`src/rtl/pof_lod_pkg.sv`:
```
`default_nettype none
// ============================================================================
//  Module   : pof_lod_pkg
//  Purpose  : Shared types for the leading-one detector / placer pair.
//  Revision : 1.0  initial release
// ============================================================================
package pof_lod_pkg;

    localparam int LOD_WIDTH = 16;
    localparam int LOD_LOG   = 4;

    typedef logic [LOD_LOG-1:0]   lod_pos_t;
    typedef logic [LOD_WIDTH-1:0] lod_word_t;

endpackage : pof_lod_pkg
`default_nettype wire

```
`src/rtl/elastic_pipe_stage.sv`:
```
`default_nettype none
// ============================================================================
//  Module   : elastic_pipe_stage
//  Purpose  : One valid/ready register slice; holds data stable under stall.
//  Revision : 1.0  initial release
// ============================================================================
module elastic_pipe_stage #(
    parameter int DATA_W = 8
) (
    input  logic              clk,
    input  logic              rst,
    input  logic              i_valid,
    output logic              o_ready,
    input  logic [DATA_W-1:0] i_data,
    output logic              o_valid,
    input  logic              i_ready,
    output logic [DATA_W-1:0] o_data
);

    logic              r_valid;
    logic [DATA_W-1:0] r_data;
    logic              w_load;

    // Ready looks through to downstream so a full pipe still moves every cycle.
    assign o_ready = !r_valid || i_ready;
    assign w_load  = i_valid && o_ready;

    always_ff @(posedge clk) begin
        if (rst) begin
            r_valid <= 1'b0;
            r_data  <= '0;
        end else begin
            if (w_load) begin
                r_valid <= 1'b1;
                r_data  <= i_data;
            end else if (i_ready) begin
                r_valid <= 1'b0;
            end
        end
    end

    assign o_valid = r_valid;
    assign o_data  = r_data;

endmodule : elastic_pipe_stage
`default_nettype wire

```
`src/rtl/lead_one_placer_pipe.sv`:
```
`default_nettype none
// ============================================================================
//  Module   : lead_one_placer_pipe
//  Purpose  : Rebuilds {1,payload} >> pos with sticky, two-stage elastic pipe.
//  Revision : 1.0  initial release
// ============================================================================
module lead_one_placer_pipe
    import pof_lod_pkg::*;
#(
    parameter  int WIDTH     = 16,
    localparam int LOG_WIDTH = $clog2(WIDTH)
) (
    input  logic                 clk,
    input  logic                 rst,
    input  logic                 in_valid,
    output logic                 in_ready,
    input  logic [LOG_WIDTH-1:0] in_pos,
    input  logic [WIDTH-2:0]     in_payload,
    output logic                 out_valid,
    input  logic                 out_ready,
    output logic [WIDTH-1:0]     out_word,
    output logic                 out_sticky
);

    localparam int S1_W = WIDTH + 3;
    localparam int S2_W = WIDTH + 1;

    logic [WIDTH-1:0]     w_vec;
    logic [LOG_WIDTH-1:0] w_coarse_amt;
    logic [WIDTH-1:0]     w_coarse_word;
    logic                 w_coarse_sticky;
    logic [S1_W-1:0]      w_s1_in;
    logic [S1_W-1:0]      w_s1_data;
    logic                 w_s1_valid;
    logic                 w_s2_ready;

    logic [WIDTH-1:0]     w_s1_word;
    logic                 w_s1_sticky;
    logic [1:0]           w_s1_fine;
    logic [WIDTH-1:0]     w_fine_word;
    logic                 w_fine_sticky;
    logic [S2_W-1:0]      w_s2_in;
    logic [S2_W-1:0]      w_s2_data;

    // Coarse stage drops whole nibbles; the mask selects the bits falling off.
    assign w_vec           = {1'b1, in_payload};
    assign w_coarse_amt    = {in_pos[LOG_WIDTH-1:2], 2'b00};
    assign w_coarse_word   = w_vec >> w_coarse_amt;
    assign w_coarse_sticky = |(w_vec & ~({WIDTH{1'b1}} << w_coarse_amt));
    assign w_s1_in         = {w_coarse_word, w_coarse_sticky, in_pos[1:0]};

    elastic_pipe_stage #(.DATA_W(S1_W)) u_stage1 (
        .clk     (clk),
        .rst     (rst),
        .i_valid (in_valid),
        .o_ready (in_ready),
        .i_data  (w_s1_in),
        .o_valid (w_s1_valid),
        .i_ready (w_s2_ready),
        .o_data  (w_s1_data)
    );

    assign w_s1_word     = w_s1_data[S1_W-1:3];
    assign w_s1_sticky   = w_s1_data[2];
    assign w_s1_fine     = w_s1_data[1:0];
    assign w_fine_word   = w_s1_word >> w_s1_fine;
    assign w_fine_sticky = w_s1_sticky | (|(w_s1_word & ~({WIDTH{1'b1}} << w_s1_fine)));
    assign w_s2_in       = {w_fine_word, w_fine_sticky};

    elastic_pipe_stage #(.DATA_W(S2_W)) u_stage2 (
        .clk     (clk),
        .rst     (rst),
        .i_valid (w_s1_valid),
        .o_ready (w_s2_ready),
        .i_data  (w_s2_in),
        .o_valid (out_valid),
        .i_ready (out_ready),
        .o_data  (w_s2_data)
    );

    assign out_word   = w_s2_data[S2_W-1:1];
    assign out_sticky = w_s2_data[0];

endmodule : lead_one_placer_pipe
`default_nettype wire

```
`config.mk`:
```
export PLATFORM = sky130hd
export DESIGN_NAME = lead_one_placer_pipe
export DESIGN_NICKNAME = d
export VERILOG_FILES = /design/src/rtl/pof_lod_pkg.sv /design/src/rtl/elastic_pipe_stage.sv /design/src/rtl/lead_one_placer_pipe.sv
export SDC_FILE = /design/constraint.sdc
export NUM_CORES = 1
export LEC_CHECK = 0
export CORE_UTILIZATION = 51
export DETAILED_ROUTE_END_ITERATION = 6
export GPL_ROUTABILITY_DRIVEN = 0
export PLACE_DENSITY = 0.79
export REMOVE_ABC_BUFFERS = 1
export SKIP_LAST_GASP = 1
export SLEW_MARGIN = 20
export SYNTH_ARGS = -nofsm -noshare
export SYNTH_HDL_FRONTEND = slang
export SYNTH_SLANG_ARGS = --single-unit
```
`constraint.sdc`:
```
create_clock -name clk -period 1.9 [get_ports clk]
set_input_delay 0.38 -clock clk [delete_from_list [all_inputs] [get_ports clk]]
set_output_delay 0.38 -clock clk [all_outputs]
set_load 0.05 [all_outputs]
```
==> flow_metrics.py <==
# Metrics from the implementation run
metrics = {
    "cells_and_area": {
        "n_fill_cell": 350,
        "largest_cell_class": "combinational gates",
        "flops": 38,
        "mostFrequentLayoutCells": "clkdlybuf4s50_1, a21oi_1, dfxtp_1",
        "fin_nets": 276,
        "inv_count": 5,
        "sh_comb_area_pct": 44.94,
        "final-nonclk-buf-share_pct": 19.16,
        "combGateArea_mm2": 0.001232,
    },
    "grt": {
        "globalRouteOverflowTotal": 0,
        "gr-usage-met3_pct": 4.795,
        "gr-usage-met1_pct": 32.29,
        "antenna_found_initial": 0,
        "grt_pass1_wl_mm": 8.238,
    },
    "synthesis": {
        "edf_count": 0,
        "synthCells": 218,
        "synthAoiAreaFrac_pct": 23.03,
        "yosys_register_bits": 38,
        "netlist_area_mm2": 0.002146,
        "top_area_share_pct": 35.45,
        "ys_top_cells_by_area": "dfxtp_1, mux4_1, a21oi_1",
        "common_cells": "a21oi_1, dfxtp_1, o21ai_0",
        "ff_type": "dfxtp_1",
    },
    "power_and_ir_drop": {
        "p_seq_mw": 0.868,
        "pg_comb_mw": 0.345,
        "p_int_mw": 1.564,
        "ir_drop_mv": 0.3328,
        "pwr_density_cell_mw_per_mm2": 749.1,
        "combPwrFrac_pct": 16.8,
        "top_power_group": "sequential cells",
        "seq_power_share_pct": 42.2,
        "p_total_mw": 2.055,
        "swShare_pct": 23.88,
        "p_leak_nw": 0.9772,
    },
    "placed_design": {
        "dp_slack_ps": -106.8,
        "dp_cells": 296,
    },
    "worst_setup_path": {
        "reg2reg_from": "u_stage2.o_valid",
        "critPathArrivalTime_ps": 1430,
        "r2r_cells": 3,
        "cp_num_cells": 1,
        "start_kind": "flop",
        "worstPathMaxFanout": 2,
        "crit_path_top_delay_cell": "clkdlybuf4s50_1",
        "path_buffers": 1,
        "cp_top_family": "buffers and inverters",
        "path_cells": "clkdlybuf4s50_1",
        "end_kind": "output port",
    },
    "timing": {
        "post-route-min-period_ps": 1806,
        "skew_ps": 5.974,
        "fin_crit_sh_pct": 95.03,
        "finalSetupViolations": 0,
        "grt_setup_unrepaired": "no",
    },
    "clock_network": {
        "cts_buffers": 5,
        "cts.sinks": 38,
        "cts_resized": 0,
        "cts_buffer_depth": 2,
    },
    "drt": {
        "ant_nets": 0,
        "first_pass_iters": 4,
        "wl_met1_mm": 2.227,
        "top_layer": "met4",
        "routed-wl-met2_mm": 2.376,
        "drtIter0Drc": 152,
        "route.met3.wl_um": 215,
    },
    "run": {
        "tool_warnings": 25,
        "max_cap_violations": 0,
    },
    "run_status": {
        "status": "finished clean",
    },
    "floorplan": {
        "fp-utilization_pct": 53.26,
        "die_x_um": 66.87,
    },
    "hold_path": {
        "holdPathStages": 2,
    },
}
Cell placement:
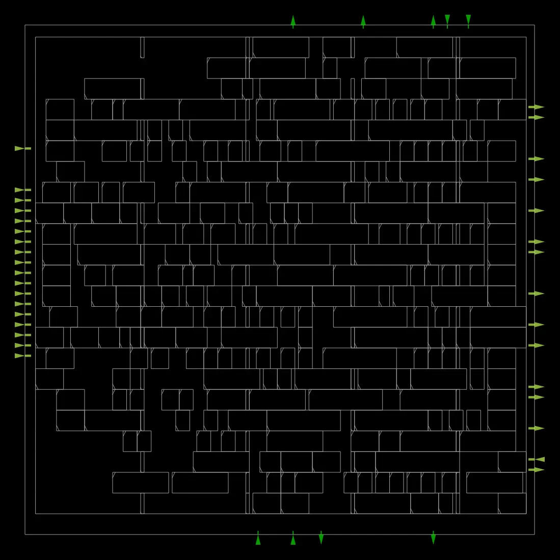
Seq area share: 27.74%
Core Area: 0.004029 mm²

Placed cells, one colour a class:
Fill, decap, tap and diode cells in grey.
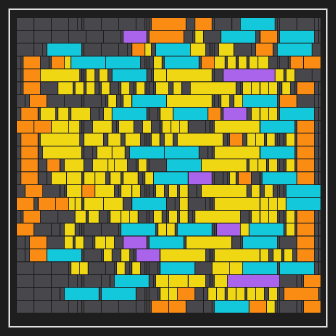
| class | colour | cells |
|---|---|---|
| all other logic | yellow | 156 |
| clock drivers and dummy loads | purple | 8 |
| other buffers and delay cells | orange | 52 |
| flops | cyan | 38 |
post-layout util: 68.07%
placement row count: 23
fin area: 0.002743 mm²

Signal wires by layer:
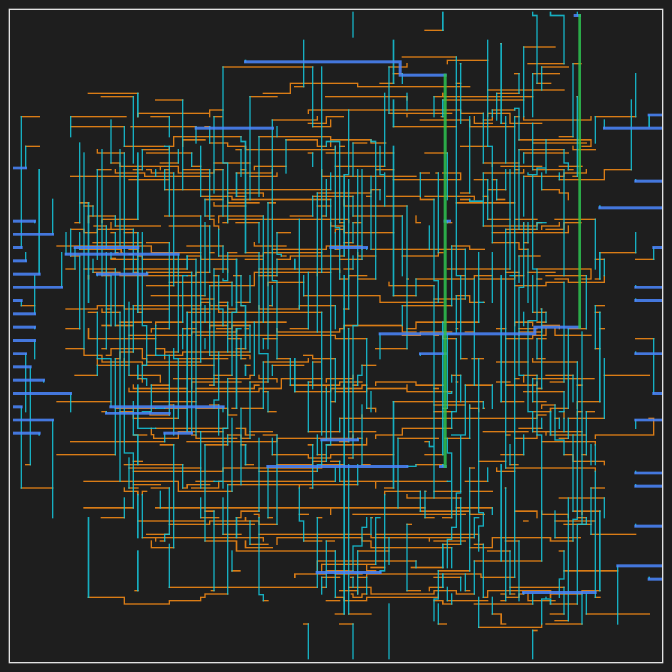
| layer | colour | wire length |
|---|---|---|
| met4 | green | 72.1 µm |
| met3 | blue | 215 µm |
| met2 | cyan | 2380 µm |
| met1 | orange | 2230 µm |
vias post-DR: 1919
Tot GR Track Use: 24.77%
routed len/inst: 16.09 µm
routed wire length: 4.891 mm

Cells by drive strength:
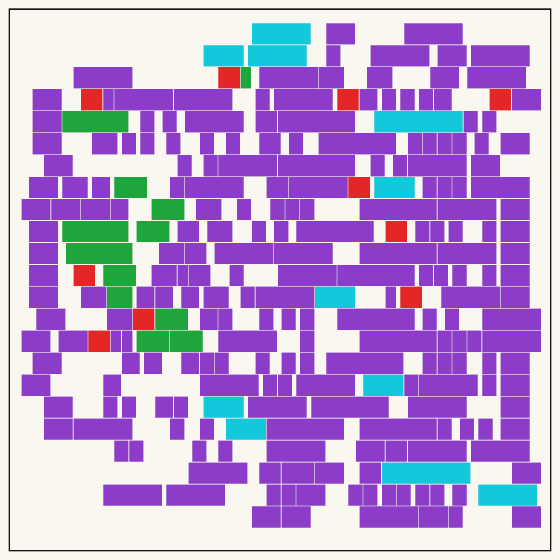
| size | colour | cells | share | most used |
|---|---|---|---|---|
| drive 2 | green | 12 | 4.7% | mux2_2 |
| drive 3 to 4 | red | 10 | 3.9% | buf_4 |
| drive 1 or less | purple | 221 | 87% | clkdlybuf4s50_1 |
| drive 6 and up | cyan | 11 | 4.3% | clkbuf_8 |
Layout Area Growth over Synthesis: 27.81%
setup ws final: 94.45 ps
Non-Clock Buffer Count: 52

I/O nets highlighted:
The bar under the picture is 20 µm long.
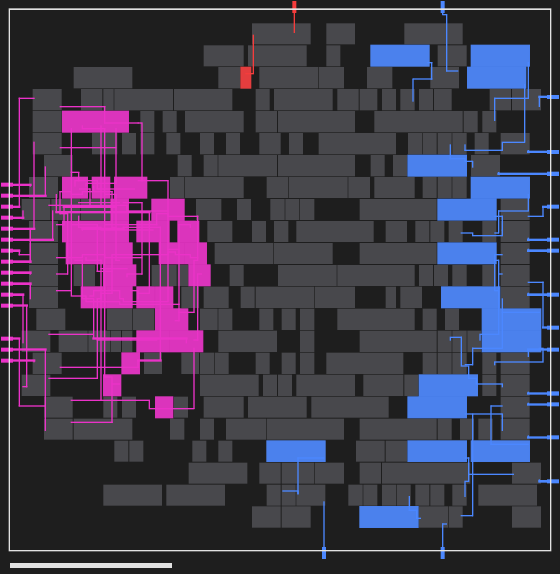
| port | colour | bits | direction | end cells | wire |
|---|---|---|---|---|---|
| out_word | blue | 16 | output | 16 | 234 µm |
| in_payload | magenta | 15 | input | 24 | 636 µm |
| in_ready | red | 1 | output | 1 | 8.20 µm |
I/O pins: 42
number of buffers inserted by port buffering: 41

